==> run_1/ff_map.png <==
Other sequential cells in the stronger gray, the rest of the logic in the fainter gray.
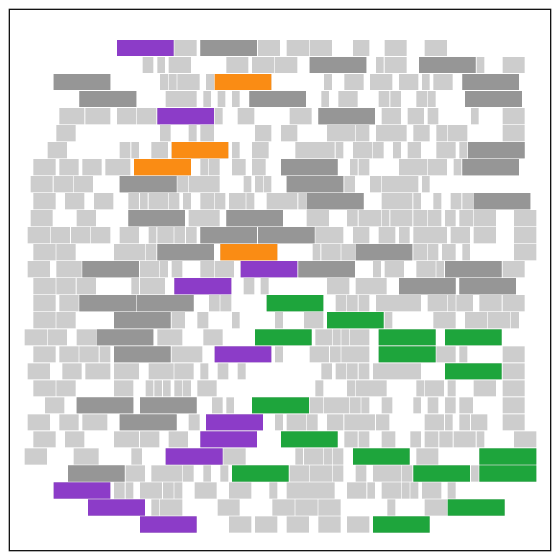
==> run_1/congestion_map.png <==
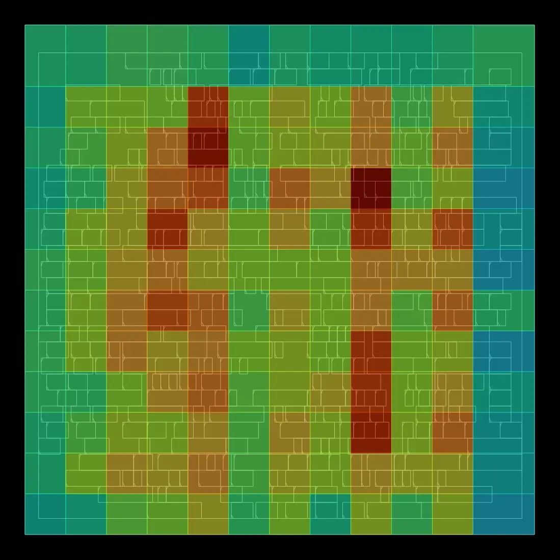
==> run_1/gates.png <==
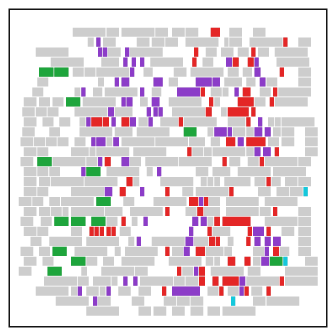
<file path="config.mk">
export PLATFORM = sky130hd
export DESIGN_NAME = hamming_secded_dec_flat
export DESIGN_NICKNAME = d
export VERILOG_FILES = /design/src/rtl/hamming_secded_dec_pkg.sv /design/src/rtl/hamming_secded_dec_if.sv /design/src/rtl/hamming_secded_dec_syndrome.sv /design/src/rtl/hamming_secded_dec.sv /design/src/flat_wrapper.sv
export SDC_FILE = /design/constraint.sdc
export NUM_CORES = 1
export LEC_CHECK = 0
export CAP_MARGIN = 25
export CORE_MARGIN = 2
export CORE_UTILIZATION = 51
export DETAILED_ROUTE_END_ITERATION = 16
export PLACE_DENSITY_LB_ADDON = 0.12
export SYNTH_ARGS = -nofsm -noshare
export SYNTH_HDL_FRONTEND = slang
export SYNTH_SLANG_ARGS = --single-unit
</file>
<file path="constraint.sdc">
create_clock -name i_clk -period 2.9 [get_ports i_clk]
set_input_delay 0.58 -clock i_clk [delete_from_list [all_inputs] [get_ports i_clk]]
set_output_delay 0.58 -clock i_clk [all_outputs]
set_load 0.05 [all_outputs]
</file>
<file path="src/rtl/hamming_secded_dec_pkg.sv">
// Shared SEC-DED Hamming definitions. The codeword layout is as follows:
// - bit 0 holds the overall parity.
// - The power-of-two positions hold the Hamming parity bits.
// - The data bits fill the remaining positions in ascending order.
// The fixed-width helpers below target the default 11-bit data configuration.
package hamming_pkg;

  typedef enum logic [1:0] {ERR_NONE, ERR_SINGLE, ERR_DOUBLE} err_e;

  // Smallest number of Hamming parity bits covering dw data bits plus overall parity
  function automatic int calc_pw(input int dw);
    int pw;
    pw = 1;
    while ((1 << pw) < dw + pw + 1) pw++;
    return pw;
  endfunction

  function automatic bit is_pow2(input int pos);
    return (pos > 0) && ((pos & (pos - 1)) == 0);
  endfunction

  localparam int DW_DEF = 11;
  localparam int PW_DEF = calc_pw(DW_DEF);
  localparam int CW_DEF = DW_DEF + PW_DEF + 1;

  // Even-parity encoder for the default configuration
  function automatic logic [CW_DEF-1:0] hamming_enc(input logic [DW_DEF-1:0] data);
    logic [CW_DEF-1:0] c;
    logic              p;
    int                j;
    c = '0;
    j = 0;
    for (int pos = 1; pos < CW_DEF; pos++) begin
      if (!is_pow2(pos)) begin
        c[pos] = data[j];
        j++;
      end
    end
    for (int k = 0; k < PW_DEF; k++) begin
      p = 1'b0;
      for (int pos = 1; pos < CW_DEF; pos++) begin
        if ((((pos >> k) & 1) == 1) && !is_pow2(pos)) p = p ^ c[pos];
      end
      c[1 << k] = p;
    end
    c[0] = ^c[CW_DEF-1:1];
    return c;
  endfunction

  // Syndrome = XOR of the positions of all set bits
  function automatic logic [PW_DEF-1:0] syndrome(input logic [CW_DEF-1:0] code);
    logic [PW_DEF-1:0] s;
    s = '0;
    for (int pos = 1; pos < CW_DEF; pos++) begin
      if (code[pos]) s = s ^ PW_DEF'(pos);
    end
    return s;
  endfunction

endpackage

</file>
<file path="src/rtl/hamming_secded_dec_if.sv">
// Handshake, data, status and counter signals of one decoder port.
interface hamming_secded_dec_if #(
  parameter int DW    = 11,
  parameter int CNT_W = 16
);
  localparam int PW = hamming_pkg::calc_pw(DW);
  localparam int CW = DW + PW + 1;

  logic             i_valid;
  logic             o_ready;
  logic [CW-1:0]    i_code;
  logic             o_valid;
  logic             i_ready;
  logic [DW-1:0]    o_data;
  logic             o_sbit_err;
  logic             o_dbit_err;
  logic [PW-1:0]    o_err_pos;
  logic             i_cnt_clr;
  logic [CNT_W-1:0] o_sbit_cnt;
  logic [CNT_W-1:0] o_dbit_cnt;

  // Decoder side
  modport slave (
    input  i_valid, i_code, i_ready, i_cnt_clr,
    output o_ready, o_valid, o_data, o_sbit_err, o_dbit_err, o_err_pos,
           o_sbit_cnt, o_dbit_cnt
  );

  // Producer / consumer side
  modport master (
    output i_valid, i_code, i_ready, i_cnt_clr,
    input  o_ready, o_valid, o_data, o_sbit_err, o_dbit_err, o_err_pos,
           o_sbit_cnt, o_dbit_cnt
  );
endinterface

</file>
<file path="src/rtl/hamming_secded_dec_syndrome.sv">
// Combinational syndrome and overall-parity generator for a SEC-DED codeword.
module hamming_syndrome #(
  parameter int CW = 16,
  parameter int PW = 4
) (
  input  logic [CW-1:0] code,
  output logic [PW-1:0] syn,
  output logic          par
);

  // Syndrome bit k covers every position with bit k set; par covers the whole word
  always_comb begin
    syn = '0;
    for (int pos = 1; pos < CW; pos++) begin
      if (code[pos]) syn = syn ^ PW'(pos);
    end
    par = ^code;
  end

endmodule

</file>
<file path="src/rtl/hamming_secded_dec.sv">
// Two-stage pipelined SEC-DED Hamming decoder with valid/ready on both sides.
// Stage 1 registers the word together with its syndrome and parity.
// Stage 2 does the following:
// - classifies the word,
// - corrects single-bit errors,
// - extracts the data bits,
// - keeps saturating per-class error counters.
module hamming_secded_dec
  import hamming_pkg::*;
#(
  parameter int DW    = 11,
  parameter int CNT_W = 16
) (
  input  logic                i_clk,
  input  logic                i_rst,
  hamming_secded_dec_if.slave bus
);

  localparam int PW = calc_pw(DW);
  localparam int CW = DW + PW + 1;

  function automatic logic [DW-1:0] extract_data(input logic [CW-1:0] c);
    logic [DW-1:0] d;
    int            j;
    d = '0;
    j = 0;
    for (int pos = 1; pos < CW; pos++) begin
      if (!is_pow2(pos)) begin
        d[j] = c[pos];
        j++;
      end
    end
    return d;
  endfunction

  function automatic logic [CNT_W-1:0] sat_inc(input logic [CNT_W-1:0] c);
    return (&c) ? c : c + CNT_W'(1);
  endfunction

  logic             adv1;
  logic             adv2;
  logic [PW-1:0]    syn_p0;
  logic             par_p0;
  logic             vld_p1;
  logic [CW-1:0]    code_p1;
  logic [PW-1:0]    syn_p1;
  logic             par_p1;
  err_e             kind_p1;
  logic [CW-1:0]    fix_p1;
  logic             vld_p2;
  logic [DW-1:0]    data_p2;
  logic             sbit_p2;
  logic             dbit_p2;
  logic [PW-1:0]    pos_p2;
  logic [CNT_W-1:0] sbit_cnt;
  logic [CNT_W-1:0] dbit_cnt;

  hamming_syndrome #(.CW(CW), .PW(PW)) u_syn (
    .code (bus.i_code),
    .syn  (syn_p0),
    .par  (par_p0)
  );

  // A stage may load when it is empty or the stage after it is draining
  assign adv2        = !vld_p2 || bus.i_ready;
  assign adv1        = !vld_p1 || adv2;
  assign bus.o_ready = adv1;

  // ---- stage 0 -> 1: capture word, syndrome and overall parity ----
  always_ff @(posedge i_clk or posedge i_rst) begin
    if (i_rst) begin
      vld_p1  <= 1'b0;
      code_p1 <= '0;
      syn_p1  <= '0;
      par_p1  <= 1'b0;
    end else if (adv1) begin
      vld_p1 <= bus.i_valid;
      if (bus.i_valid) begin
        code_p1 <= bus.i_code;
        syn_p1  <= syn_p0;
        par_p1  <= par_p0;
      end
    end
  end

  // Classify the staged word. Parity odd with a syndrome beyond the word is
  // only reachable in shortened codes and is reported as uncorrectable.
  always_comb begin
    kind_p1 = ERR_NONE;
    fix_p1  = code_p1;
    if (par_p1) begin
      if (int'(syn_p1) < CW) begin
        kind_p1 = ERR_SINGLE;
        fix_p1  = code_p1 ^ (CW'(1) << syn_p1);
      end else begin
        kind_p1 = ERR_DOUBLE;
      end
    end else if (syn_p1 != '0) begin
      kind_p1 = ERR_DOUBLE;
    end
  end

  // ---- stage 1 -> 2: registered corrected data and status flags ----
  always_ff @(posedge i_clk or posedge i_rst) begin
    if (i_rst) begin
      vld_p2  <= 1'b0;
      data_p2 <= '0;
      sbit_p2 <= 1'b0;
      dbit_p2 <= 1'b0;
      pos_p2  <= '0;
    end else if (adv2) begin
      vld_p2 <= vld_p1;
      if (vld_p1) begin
        data_p2 <= extract_data(fix_p1);
        sbit_p2 <= (kind_p1 == ERR_SINGLE);
        dbit_p2 <= (kind_p1 == ERR_DOUBLE);
        pos_p2  <= (kind_p1 == ERR_SINGLE) ? syn_p1 : '0;
      end
    end
  end

  // Count each word once, at output acceptance; clear wins over increment
  always_ff @(posedge i_clk or posedge i_rst) begin
    if (i_rst) begin
      sbit_cnt <= '0;
      dbit_cnt <= '0;
    end else if (bus.i_cnt_clr) begin
      sbit_cnt <= '0;
      dbit_cnt <= '0;
    end else if (vld_p2 && bus.i_ready) begin
      if (sbit_p2) sbit_cnt <= sat_inc(sbit_cnt);
      if (dbit_p2) dbit_cnt <= sat_inc(dbit_cnt);
    end
  end

  assign bus.o_valid    = vld_p2;
  assign bus.o_data     = data_p2;
  assign bus.o_sbit_err = sbit_p2;
  assign bus.o_dbit_err = dbit_p2;
  assign bus.o_err_pos  = pos_p2;
  assign bus.o_sbit_cnt = sbit_cnt;
  assign bus.o_dbit_cnt = dbit_cnt;

endmodule

</file>
<file path="src/flat_wrapper.sv">
// flat-port wrapper written by rule: the top's interface ports become plain ports
module hamming_secded_dec_flat import hamming_pkg::*;
#(
  parameter int DW    = 11,
  parameter int CNT_W = 16
)
  (i_clk, i_rst, bus_i_valid, bus_i_code, bus_i_ready, bus_i_cnt_clr, bus_o_ready, bus_o_valid, bus_o_data, bus_o_sbit_err, bus_o_dbit_err, bus_o_err_pos, bus_o_sbit_cnt, bus_o_dbit_cnt);
  hamming_secded_dec_if #(.DW(DW), .CNT_W(CNT_W)) bus_i ();
  input  logic i_clk;
  input  logic i_rst;
  input wire logic [$bits(bus_i.i_valid)-1:0] bus_i_valid;
  input wire logic [$bits(bus_i.i_code)-1:0] bus_i_code;
  input wire logic [$bits(bus_i.i_ready)-1:0] bus_i_ready;
  input wire logic [$bits(bus_i.i_cnt_clr)-1:0] bus_i_cnt_clr;
  output wire logic [$bits(bus_i.o_ready)-1:0] bus_o_ready;
  output wire logic [$bits(bus_i.o_valid)-1:0] bus_o_valid;
  output wire logic [$bits(bus_i.o_data)-1:0] bus_o_data;
  output wire logic [$bits(bus_i.o_sbit_err)-1:0] bus_o_sbit_err;
  output wire logic [$bits(bus_i.o_dbit_err)-1:0] bus_o_dbit_err;
  output wire logic [$bits(bus_i.o_err_pos)-1:0] bus_o_err_pos;
  output wire logic [$bits(bus_i.o_sbit_cnt)-1:0] bus_o_sbit_cnt;
  output wire logic [$bits(bus_i.o_dbit_cnt)-1:0] bus_o_dbit_cnt;
  assign bus_i.i_valid = bus_i_valid;
  assign bus_i.i_code = bus_i_code;
  assign bus_i.i_ready = bus_i_ready;
  assign bus_i.i_cnt_clr = bus_i_cnt_clr;
  assign bus_o_ready = bus_i.o_ready;
  assign bus_o_valid = bus_i.o_valid;
  assign bus_o_data = bus_i.o_data;
  assign bus_o_sbit_err = bus_i.o_sbit_err;
  assign bus_o_dbit_err = bus_i.o_dbit_err;
  assign bus_o_err_pos = bus_i.o_err_pos;
  assign bus_o_sbit_cnt = bus_i.o_sbit_cnt;
  assign bus_o_dbit_cnt = bus_i.o_dbit_cnt;
  hamming_secded_dec #(.DW(DW), .CNT_W(CNT_W)) u_core (.i_clk(i_clk), .i_rst(i_rst), .bus(bus_i));
endmodule
</file>
==> notes.md, run 1 <==
On the backend side, the flow ran end to end.

The run finished with clean final reports. The detailed router placed 2654 vias in this run. Including well taps, the total number of placed cells is 483. The met1 wire length stands at between 3000 and 4000 um.

The measured slew at the worst slew-check pin stands at 0.7036 ns. According to the timing report, the critical path is captured at bus_o_sbit_cnt[5]. Summed over all instances, the cell type with the most area after synthesis is sky130_fd_sc_hd__dfrtp_1. TritonCTS built the clock tree. The power of the clock network stands at 0.708 mW. The relative contribution of combinational cells to total power stands at ~31%. On the critical path the data arrives at 1.68 ns.

Among all flip-flop cells after synthesis, the most frequent one is sky130_fd_sc_hd__dfrtp_1. Clock tree synthesis selected as its root buffer the cell sky130_fd_sc_hd__clkbuf_8. There are 67 flip-flops and latches. The met2 routing resource usage after global routing stands at 33.62%. The count of library flops with an enable pin stands at 0. The multiplexer share of the synthesized area stands at 4.490%. The commonest cells after synthesis are 67 x sky130_fd_sc_hd__dfrtp_1, 55 x sky130_fd_sc_hd__xnor2_1, 40 x sky130_fd_sc_hd__nor2_1, 39 x sky130_fd_sc_hd__nand2_1, 19 x sky130_fd_sc_hd__o21ai_0. The critical path depth in cells stands at 1.

The reg2reg setup slack stands at 0.93 ns. Synthesis instantiated 43 different standard cells from the library. The average instance in the mapped netlist occupies 10.05 sq um. The library cells used most frequently in the layout, excluding fill and tap cells, are 70 x sky130_fd_sc_hd__clkdlybuf4s50_1, 67 x sky130_fd_sc_hd__dfrtp_1, 55 x sky130_fd_sc_hd__xnor2_1, 40 x sky130_fd_sc_hd__nor2_1, 39 x sky130_fd_sc_hd__nand2_1. The critical path is of the reg2out type. The cell count of the worst reg-to-reg path stands at 6. Wire segments on met2 add up to 3516 um in the final route.

The worst setup timing slack at the placement stage stands at 0.4834 ns. The part of the total power dissipated in sequential elements stands at 43.4%. The post-CTS setup repair buffer count stands at 0. The adder-cell area share of the yosys netlist stands at 0.7241%. The Yosys step of the flow raised 0 warnings. The OpenROAD report gives the critical path a required time of 2.32 ns. Per the detail_route report, DRC violations left total 0. According to the floorplan log, the row count is 29.

For this design the top-level I/O count stands at 72. The switching share of power stands at 36.21%. The number of buffers and inverters on the critical path stands at 1. The overflow left after global routing stands at 0.

Before antenna repair, the detailed router went through 4 iterations. The time the worst path needs with I/O delays and setup stands at around 2.3 ns. The maximum cell stage delay along the critical path stands at 0.85 ns. The post-route worst setup slack stands at between 0.6 and 0.7 ns. Checking max transition, the worst relative margin is ~53%. The signed area change from the synthesized netlist to the final layout stands at 28.10%.

Per the timing report, the most critical flop-to-flop path originates at u_core.bus.o_sbit_cnt[0]$_DFFE_PP0P_. For this floorplan the total number of well-tap instances is roughly 77. The capture point of the worst register-to-register path is recorded as u_core.bus.o_sbit_cnt[13]$_DFFE_PP0P_. met2 is the most crowded layer. 0 antenna diodes ended up in the layout. Ranked by total cell area, the synthesized netlist is headed by sky130_fd_sc_hd__dfrtp_1 49%, sky130_fd_sc_hd__xnor2_1 14%, sky130_fd_sc_hd__nor2_1 4.3%, sky130_fd_sc_hd__nand2_1 4.2%, sky130_fd_sc_hd__mux2_2 3.9%. The number of flip-flops and latches in the synthesized netlist stands at 67.

Overall power consumption after layout is estimated at roughly 2.8 mW. Non-clock buffers in the final layout number 74. Setup repair after global routing left no endpoint under its margin. The largest net degree at the start of global routing stands at about 52. The sum of negative setup slack stands at 0 ns.

The wire length of the first global-routing pass stands at roughly 11000 um. The count of final max-slew check failures stands at 0. STA shows the worst min-delay path finishing at u_core.bus.o_err_pos[1]$_DFFE_PP0P_.

The slowest stage of the critical path belongs to the cell sky130_fd_sc_hd__clkdlybuf4s50_1. The floorplan step set the die height to 86.32 um. Per the OpenROAD power report, leakage power amounts to 1.765 nW.

Per the area breakdown, the dominant cell category is combinational gates. The top cell type's share of synthesized area stands at 48.52%. Per the layout report, the design carries 3 non-clock inverters. The post-synthesis async set-or-reset flop share stands at 100.0%. The critical path maximum fanout is 7.

The wire length on met3 stands at roughly 260 um. The number of antenna violations at the first check in global routing was 0. In the finished design, the share of the clock period the worst path needs comes to 77.78%. The count of nets left with antenna violations once routing finished came out at 0. The portion of the layout cell area used by clock cells stands at 4.042%. The internal power stands at ~1.8 mW. At floorplan, the net count of the design was reported as 367. The width of the die stands at approximately 86 um. The count of instantiated cells in the yosys netlist stands at 344. The net switching component of the power stands at 1.004 mW. The initial detailed-routing violation count stands at 93.

The power in combinational cells stands at 0.861 mW. The number of fillers in the final layout stands at 512. In the post-synthesis netlist, the cell with the most instances is sky130_fd_sc_hd__dfrtp_1. The H-tree was split into 3 levels. For this run, global-route usage on met1 was measured as 24.50%. The placeable core region stands at 6459 sq um. The buffer levels on the longest clock path stands at 2.

In this run the critical path is formed by clkdlybuf4s50_1. The total wire length stands at 7019 um. The aoi/oai-family share of the synthesized area stands at 5.141%. For the completed layout, the total cell area is recorded as 4427 sq um.

The initial standard-cell utilization of the core stands at 53.51%. The tally of clock buffers in the finished layout stands at 13. STA classifies the critical path endpoint as an output port.

The multi-input combinational cell count stands at 262. The number of warnings reported in the stage logs is 26. According to the hold report, the worst path is of the reg2reg type. The skew report gives the latency at the later pin of the worst-skew pair as 0.34 ns.

The count of final hold-check violations stands at 0. The worst hold slack stands at roughly 0.48 ns. The cell count after synthesis came out at approximately 340. After Yosys synthesis, XOR and XNOR cells account for 15.71% of the synthesized area. The via count of the first global-routing pass came to between 2000 and 2500. The overall die size recorded for this design is 7450 sq um. The flow reports an fmax of 0.4433 GHz. For reference, the critical path is launched at u_core.bus.o_sbit_cnt[5]$_DFFE_PP0P_.

The worst-case vdd ir drop stands at ~0.38 mV. The non-clock buffer share of cell area stands at 16.79%.
Back to the opening pictures, ff_map.png:
- purple: u_core.bus.o_data (sequential cells 11)
- orange: u_core.bus.o_err_pos (sequential cells 4; where top middle)
- green: u_core.bus.o_sbit_cnt (sequential cells 16)
sequential group power: 1.21 mW
sequential cell area: 1677 sq um
fraction of standard cell area that is sequential: 37.87%
post-layout utilization of the core: 68.54%

Back to the opening pictures, congestion_map.png:
average detailed-routed wire length per instance: 14.09 um
met3 track demand over resource in global routing: 3.333%
GRT Total Usage: 19.51%

Back to the opening pictures, gates.png:
- purple: nand cells (cells 72)
- green: mux cells (cells 14)
- cyan: inv cells (cells 3)
- red: nor cells (cells 68)
Comb area share: 38.86%
most common logic cell in the routed design: sky130_fd_sc_hd__clkdlybuf4s50_1
final non-filler cell total: 498

==> run_1/m3.png <==
The bar under the picture is 20 um long.
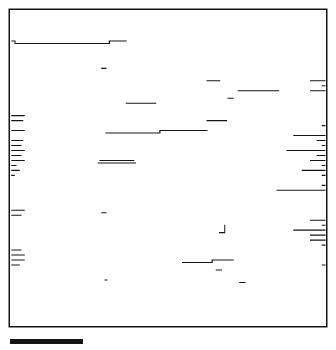

==> run 2: changes to the inputs <==
==> constraint.sdc (replaced) <==
create_clock -name i_clk -period 2.13 [get_ports i_clk]
set_input_delay 0.426 -clock i_clk [delete_from_list [all_inputs] [get_ports i_clk]]
set_output_delay 0.426 -clock i_clk [all_outputs]
set_load 0.05 [all_outputs]
==> run_2/m3.png <==
The bar under the picture is 20 um long.
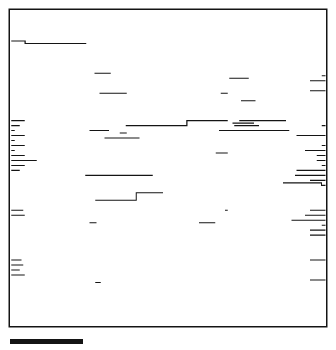
- wire length on this layer: 320 um
- share of all routed wire: 4.5%
- longest straight run: 18.9 um

==> run_2/gates.png <==
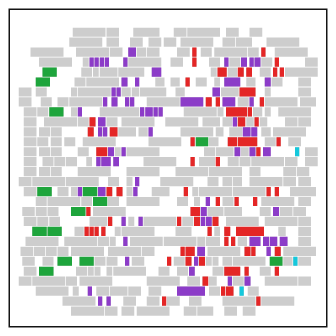
- purple: nand cells (cells 72)
- red: nor cells (cells 68)
- green: mux cells (cells 14)
- cyan: inv cells (cells 3)
final non-filler cell total: 507
Comb area share: 37.74%
most common logic cell in the routed design: sky130_fd_sc_hd__dfrtp_1

==> notes.md, run 2 <==
On the backend side, the flow ran end to end.

The STA report counts the stages on the worst setup path as 1. The overflow left after global routing stands at 0. The worst max-slew margin expressed relative to the limit stands at 65.00%. In the power breakdown, the internal column shows 2.468 mW.

The portion of the layout cell area used by clock cells stands at 4.447%. The required time reported for the critical path endpoint stands at 1.70 ns. The relative contribution of combinational cells to total power stands at 30.5%. The number of warning messages in the logs stands at 27.

Overall routing resource usage recorded by global route was roughly 20%. The initial detailed-routing violation count stands at 110. The met1 wire length stands at 3005 um. Synthesis inferred 67 register bits. The post-detailed-route wirelength per cell stands at roughly 14 um. The maximum cell stage delay along the critical path stands at 0.84 ns. The type recorded for the worst min-delay path is reg2reg. The script reports the combined buffer and inverter count of the critical path as 1. There are 67 flip-flops and latches.

The initial standard-cell utilization of the core stands at 53.51%. The power report puts the leakage power at 1.890 nW. The maximum clock frequency stands at slightly below 0.5 GHz. TritonCTS built the clock tree. The count of distinct cell types in the synthesized netlist stands at 43.

The length of routed met2 wiring stands at 3605 um. The final antenna-violating net count stands at 0. The deepest level of the CTS H-tree stands at 3. After detailed routing, the met3 layer carries about 320 um of wire. The combinational power reported by the tool is between 1 and 1.5 mW. The signed area change from the synthesized netlist to the final layout stands at 31.90%. For hold timing, the worst endpoint is u_core.bus.o_err_pos[2]$_DFFE_PP0P_. The aoi/oai-family share of the synthesized area stands at ~5%. Setup repair after global routing left no endpoint under its margin. The number of non-clock buffers in the layout stands at about 82.

For this run, the number of Yosys warnings is 0. The cell count after synthesis stands at 344. Ranking logic cells in the layout by count gives the top entries 67 x sky130_fd_sc_hd__dfrtp_1, 66 x sky130_fd_sc_hd__clkdlybuf4s50_1, 55 x sky130_fd_sc_hd__xnor2_1, 40 x sky130_fd_sc_hd__nor2_1, 39 x sky130_fd_sc_hd__nand2_1.

The final design utilization stands at 70.57%. In the final layout, the fill cell count is 510. The final critical path takes up 97.68% of the cycle.

The top cell type's share of synthesized area stands at 48.52%. The cell sequence reported for the critical path is clkdlybuf4s50_1. Sequential cells make up 36.78% of the cell area. The synthesized design spends more area on one cell type than any other, namely sky130_fd_sc_hd__dfrtp_1. Hold is met by between 0.4 and 0.5 ns. The count of instantiated cells in the yosys netlist stands at 344. The detailed placer reported the number of placed instances as 491. The floorplan has 29 rows.

The run finished with clean final reports. The number of logic inverters in the finished layout stands at 3. The final timing report gives a worst setup slack of between 0.04 and 0.05 ns. The capture point of the worst register-to-register path is recorded as u_core.bus.o_sbit_cnt[10]$_DFFE_PP0P_. After synthesis, the most frequently instantiated cells are 67 x sky130_fd_sc_hd__dfrtp_1, 55 x sky130_fd_sc_hd__xnor2_1, 40 x sky130_fd_sc_hd__nor2_1, 39 x sky130_fd_sc_hd__nand2_1, 19 x sky130_fd_sc_hd__o21ai_0.

For reference, the final report shows the hold violation count at 0. The post-CTS setup repair buffer count stands at 0. The met1 track demand over resource stands at 24.53%. The synthesized design contains 0 enable-type register cells. The post-synthesis share of cell area spent on xor and xnor gates stands at 15.71%. Dividing the synthesized area by the synthesized cell count gives 10.05 sq um.

The most critical setup path has its startpoint at u_core.bus.o_sbit_cnt[6]$_DFFE_PP0P_. The wire length of the first global-routing pass stands at about 12000 um. The number of antenna diodes in the final layout is 0. In this run the deepest clock path goes through 2 buffers. Entering global routing, the biggest net connects 68 pins. The clock insertion delay at the later pin of the skew report stands at 0.35 ns.

The switching share of power stands at 37.07%. The global routing report lists met2 layer usage as 34.60%. The biggest slice of the area belongs to combinational gates. The worst-case IR drop observed on VDD is 0.5117 mV.

The part of the total power dissipated in sequential elements stands at 41.8%. After synthesis, the cell types taking the most area are sky130_fd_sc_hd__dfrtp_1 49%, sky130_fd_sc_hd__xnor2_1 14%, sky130_fd_sc_hd__nor2_1 4.3%, sky130_fd_sc_hd__nand2_1 4.2%, sky130_fd_sc_hd__mux2_2 3.9%. The design draws 3.922 mW. The data arrival time of the worst path stands at 1.65 ns.

The DRC violation count after routing stands at 0. Per the synth stats, the flop cell with the highest instance count is sky130_fd_sc_hd__dfrtp_1. The non-clock buffer share of cell area stands at 18.67%.

The slowest stage of the critical path belongs to the cell sky130_fd_sc_hd__clkdlybuf4s50_1. The worst setup path is of the reg2out kind. The final design instance area without fill stands at 4558 sq um. The transition time recorded at the tightest slew-check pin is 0.5241 ns. The worst register-to-register path begins at u_core.bus.o_sbit_cnt[0]$_DFFE_PP0P_. The power of the clock network stands at 1.09 mW. Of the post-synthesis cell area, the part taken by muxes is 4.490%. Summed over all nets, the switching power comes to 1.454 mW. For reference, the final report shows the max-slew violation count at 0. The worst setup timing slack at the placement stage stands at -0.003681 ns. The via count of the first global-routing pass stands at 2528. The number of antenna violations at the first check in global routing is 0.

The detailed router placed 2707 vias in this run. The height of the die stands at 86.32 um. The smallest clock period supported by the final layout is computed as between 2 and 2.5 ns. The reg2reg setup slack stands at about 0.23 ns. The wire length recorded after detailed routing is 7051 um. The number of nets in the synthesized netlist is 367. The final layout report lists a clock buffer count of 9. The critical path ends at bus_o_sbit_cnt[6]. The sum of negative setup slack stands at 0 ns.
Power and IR drop assume default switching activity.
